**Placement view**

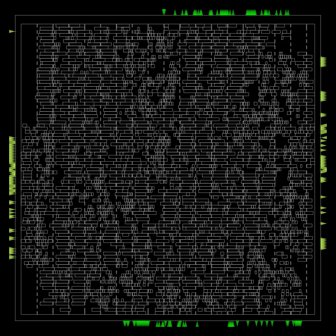
**The metal 1 layer**

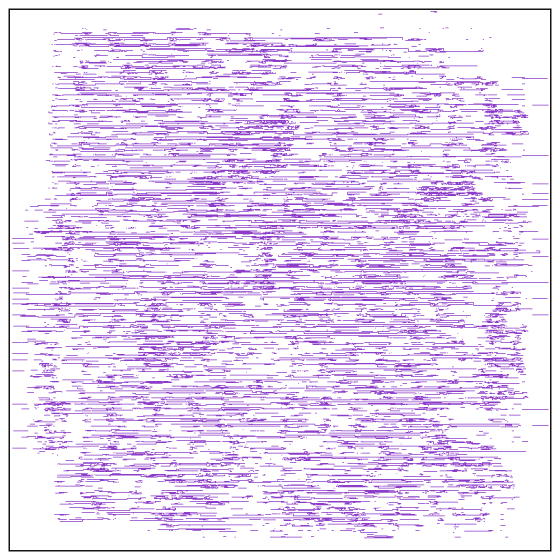
**Metal 2**

Cells faint in the background.
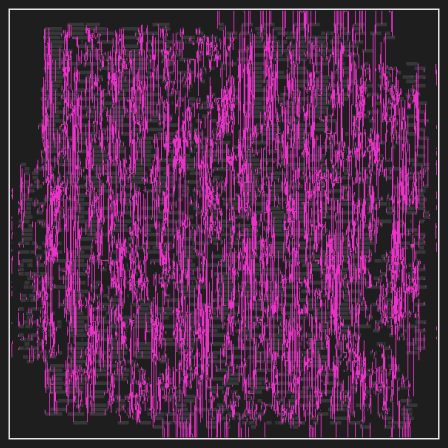
**Placement density heat map**

The die is cut into 27 by 27 equal tiles; white is low, dark blue is high, 0 to 100% covered.
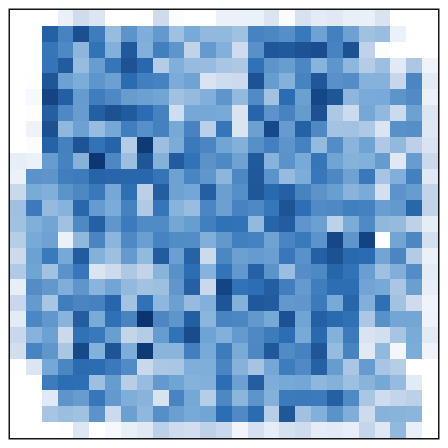
**Sequential cells colored by netlist name**

Other sequential cells in the stronger gray, the rest of the logic in the fainter gray.
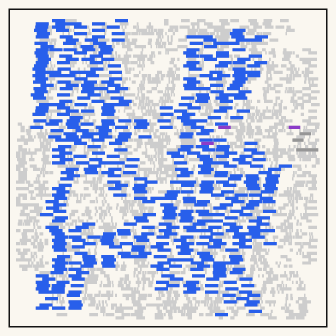
==> config.mk <==
export PLATFORM = sky130hd
export DESIGN_NAME = dwt_2d_fwd_flat
export DESIGN_NICKNAME = d
export VERILOG_FILES = /design/src/rtl/dwt_2d_fwd_if.sv /design/src/rtl/dwt_2d_fwd.sv /design/src/flat_wrapper.sv
export SDC_FILE = /design/constraint.sdc
export NUM_CORES = 1
export LEC_CHECK = 0
export ABC_AREA = 1
export CELL_PAD_IN_SITES_DETAIL_PLACEMENT = 0
export CELL_PAD_IN_SITES_GLOBAL_PLACEMENT = 1
export CORE_MARGIN = 5
export CORE_UTILIZATION = 45
export DETAILED_ROUTE_END_ITERATION = 12
export PLACE_DENSITY_LB_ADDON = 0.12
export SLEW_MARGIN = 10
export SYNTH_ARGS = -nofsm -noshare
export SYNTH_HDL_FRONTEND = slang
export SYNTH_SLANG_ARGS = --single-unit
==> constraint.sdc <==
create_clock -name clk -period 5.9 [get_ports clk]
set_input_delay 1.475 -clock clk [delete_from_list [all_inputs] [get_ports clk]]
set_output_delay 1.475 -clock clk [all_outputs]
set_load 0.05 [all_outputs]
==> src/rtl/dwt_2d_fwd_if.sv <==
// Row-stream interface for the 8x8 Haar forward DWT.
//   in_valid/in_ready/in_row      : pixel rows into the block (8 x u8)
//   out_valid/out_ready/out_row   : coefficient rows out of the block (8 x s16)
//   out_last                      : marks the 8th output row of a block
// slave  : the transform block
// master : the producer/consumer driving it
interface dwt_2d_fwd_if;
  logic         in_valid;
  logic         in_ready;
  logic [63:0]  in_row;
  logic         out_valid;
  logic         out_ready;
  logic [127:0] out_row;
  logic         out_last;

  modport slave (
    input  in_valid, in_row, out_ready,
    output in_ready, out_valid, out_row, out_last
  );

  modport master (
    output in_valid, in_row, out_ready,
    input  in_ready, out_valid, out_row, out_last
  );
endinterface

==> src/rtl/dwt_2d_fwd.sv <==
// One-level lossless integer Haar forward 2D DWT over an 8x8 pixel block.
// Rows are loaded one per transfer; the horizontal pass (pair sums/differences)
// is applied on the way into the buffer, the vertical pass on the way out.
// Output row k (0..3) is the vertical sum of buffer rows 2k/2k+1, row k+4 the
// matching difference, so row k pairs with row k+4 for the inverse transform.
//   clk   : rising-edge clock
//   rst_n : asynchronous active-low reset
//   bus   : dwt_2d_fwd_if.slave (row input stream, coefficient output stream)
module dwt_2d_fwd (
  input  logic          clk,
  input  logic          rst_n,
  dwt_2d_fwd_if.slave   bus
);

  typedef enum logic [0:0] {StLoad, StOut} state_e;

  state_e            r_state;
  logic [2:0]        r_row;
  logic [2:0]        r_k;
  logic signed [9:0] r_buf [8][8];

  logic              w_in_fire;
  logic              w_out_fire;
  logic signed [9:0] w_even [4];
  logic signed [9:0] w_odd  [4];
  logic signed [9:0] w_coef [8];
  logic [2:0]        w_ia;
  logic [2:0]        w_ib;
  logic signed [10:0] w_a   [8];
  logic signed [10:0] w_b   [8];
  logic signed [10:0] w_res [8];

  assign bus.in_ready  = (r_state == StLoad);
  assign bus.out_valid = (r_state == StOut);
  assign bus.out_last  = (r_state == StOut) && (r_k == 3'd7);

  assign w_in_fire  = bus.in_valid && (r_state == StLoad);
  assign w_out_fire = bus.out_ready && (r_state == StOut);

  always_ff @(posedge clk or negedge rst_n) begin
    if (!rst_n) begin
      r_state <= StLoad;
      r_row   <= 3'd0;
      r_k     <= 3'd0;
    end else begin
      unique case (r_state)
        StLoad: begin
          if (w_in_fire) begin
            r_row <= r_row + 3'd1;  // wraps to 0 after row 7
            if (r_row == 3'd7) r_state <= StOut;
          end
        end
        StOut: begin
          if (w_out_fire) begin
            r_k <= r_k + 3'd1;      // wraps to 0 after row 7
            if (r_k == 3'd7) r_state <= StLoad;
          end
        end
        default: r_state <= StLoad;
      endcase
    end
  end

  // Horizontal pass: low-pass in columns 0..3, high-pass in 4..7.
  always_comb begin
    for (int j = 0; j < 4; j++) begin
      w_even[j]     = {2'b00, bus.in_row[16*j +: 8]};
      w_odd[j]      = {2'b00, bus.in_row[16*j+8 +: 8]};
      w_coef[j]     = w_even[j] + w_odd[j];
      w_coef[4+j]   = w_even[j] - w_odd[j];
    end
  end

  // Data buffer needs no reset; stale contents are never observable.
  always_ff @(posedge clk) begin
    if (w_in_fire) begin
      for (int j = 0; j < 8; j++) begin
        r_buf[r_row][j] <= w_coef[j];
      end
    end
  end

  // Vertical pass on the row pair selected by k; k[2] picks sum vs difference.
  assign w_ia = {r_k[1:0], 1'b0};
  assign w_ib = {r_k[1:0], 1'b1};

  always_comb begin
    bus.out_row = '0;
    for (int e = 0; e < 8; e++) begin
      w_a[e]   = {r_buf[w_ia][e][9], r_buf[w_ia][e]};
      w_b[e]   = {r_buf[w_ib][e][9], r_buf[w_ib][e]};
      w_res[e] = r_k[2] ? (w_a[e] - w_b[e]) : (w_a[e] + w_b[e]);
      if (r_state == StOut) begin
        bus.out_row[16*e +: 16] = {{5{w_res[e][10]}}, w_res[e]};
      end
    end
  end

endmodule

==> src/flat_wrapper.sv <==
// flat-port wrapper written by rule: the top's interface ports become plain ports
module dwt_2d_fwd_flat 
  (clk, rst_n, bus_in_valid, bus_in_row, bus_out_ready, bus_in_ready, bus_out_valid, bus_out_row, bus_out_last);
  dwt_2d_fwd_if bus_i ();
  input  logic clk;
  input  logic rst_n;
  input wire logic [$bits(bus_i.in_valid)-1:0] bus_in_valid;
  input wire logic [$bits(bus_i.in_row)-1:0] bus_in_row;
  input wire logic [$bits(bus_i.out_ready)-1:0] bus_out_ready;
  output wire logic [$bits(bus_i.in_ready)-1:0] bus_in_ready;
  output wire logic [$bits(bus_i.out_valid)-1:0] bus_out_valid;
  output wire logic [$bits(bus_i.out_row)-1:0] bus_out_row;
  output wire logic [$bits(bus_i.out_last)-1:0] bus_out_last;
  assign bus_i.in_valid = bus_in_valid;
  assign bus_i.in_row = bus_in_row;
  assign bus_i.out_ready = bus_out_ready;
  assign bus_in_ready = bus_i.in_ready;
  assign bus_out_valid = bus_i.out_valid;
  assign bus_out_row = bus_i.out_row;
  assign bus_out_last = bus_i.out_last;
  dwt_2d_fwd u_core (.clk(clk), .rst_n(rst_n), .bus(bus_i));
endmodule
==> results.sh <==
# source this file to load flow results
export IMPL_slew_viol_final=0
export IMPL_die_x_um=266
export IMPL_combGateArea_mm2=0.0112
export IMPL_final_cell_mix="nand2_1, edfxtp_1, inv_1"
export IMPL_placed_cells=3847
export IMPL_reg2reg_slack_ns=2.85
export IMPL_crit_chain="inv_16 > buf_4 > nand2_1 > a32oi_1 > inv_1 > fa_1 > inv_1 > nand3_1 > nand2_1 > a21oi_1 > o21ai_0 > nand2_1 > o31ai_1 > nor2_1 > nor2_1 > buf_12"
export IMPL_outcome="finished clean"
export IMPL_antenna_found_initial=7
export IMPL_ys_seq_share_pct=56.0
export IMPL_fin_nets=3326
export IMPL_cp_required_ns=4.43
export IMPL_finalCritPeriodShare_pct=96.9
export IMPL_critPathLaunchType="register"
export IMPL_buffers=263
export IMPL_r2r_end="u_core.r_buf[5][7]"
export IMPL_synthCells=2894
export IMPL_max_cap_violations=0
export IMPL_edf_count=544
export IMPL_die_area_mm2=0.0708
export IMPL_max_clock_path_buffers=3
## Picture notes: 'placement view'
Layout Cells excl Fill: 3,958
Core ar.: 0.0647 mm2

## Picture notes: 'the metal 1 layer'
nets with wire on the layer: 3,051
longest straight run: 93.8 um
Post-Route WL: 82.7 mm
grt met1 use: 31.0%

## Picture notes: 'metal 2'
share of all routed wire: 48%
longest straight run: 133 um
nets with wire on the layer: 2,589
main direction: vertical
M2 GR Usage: 38.1%
Vias: 21.4k

## Picture notes: 'placement density heat map'
nearly empty tiles: 6.7%
densest ninth of the die: center
mean over tiles: 49%
fullest tile: 98%
tiles over 75% full: 14%
Finished Core Util: 54.9%
Floorplan Utilization: 45.6%

## Picture notes: 'sequential cells colored by netlist name'
[`u_core.r_k`] purple | placed flops: 3
[`u_core.r_buf`] blue | placed flops: 544
fraction of area in registers: 46.5%

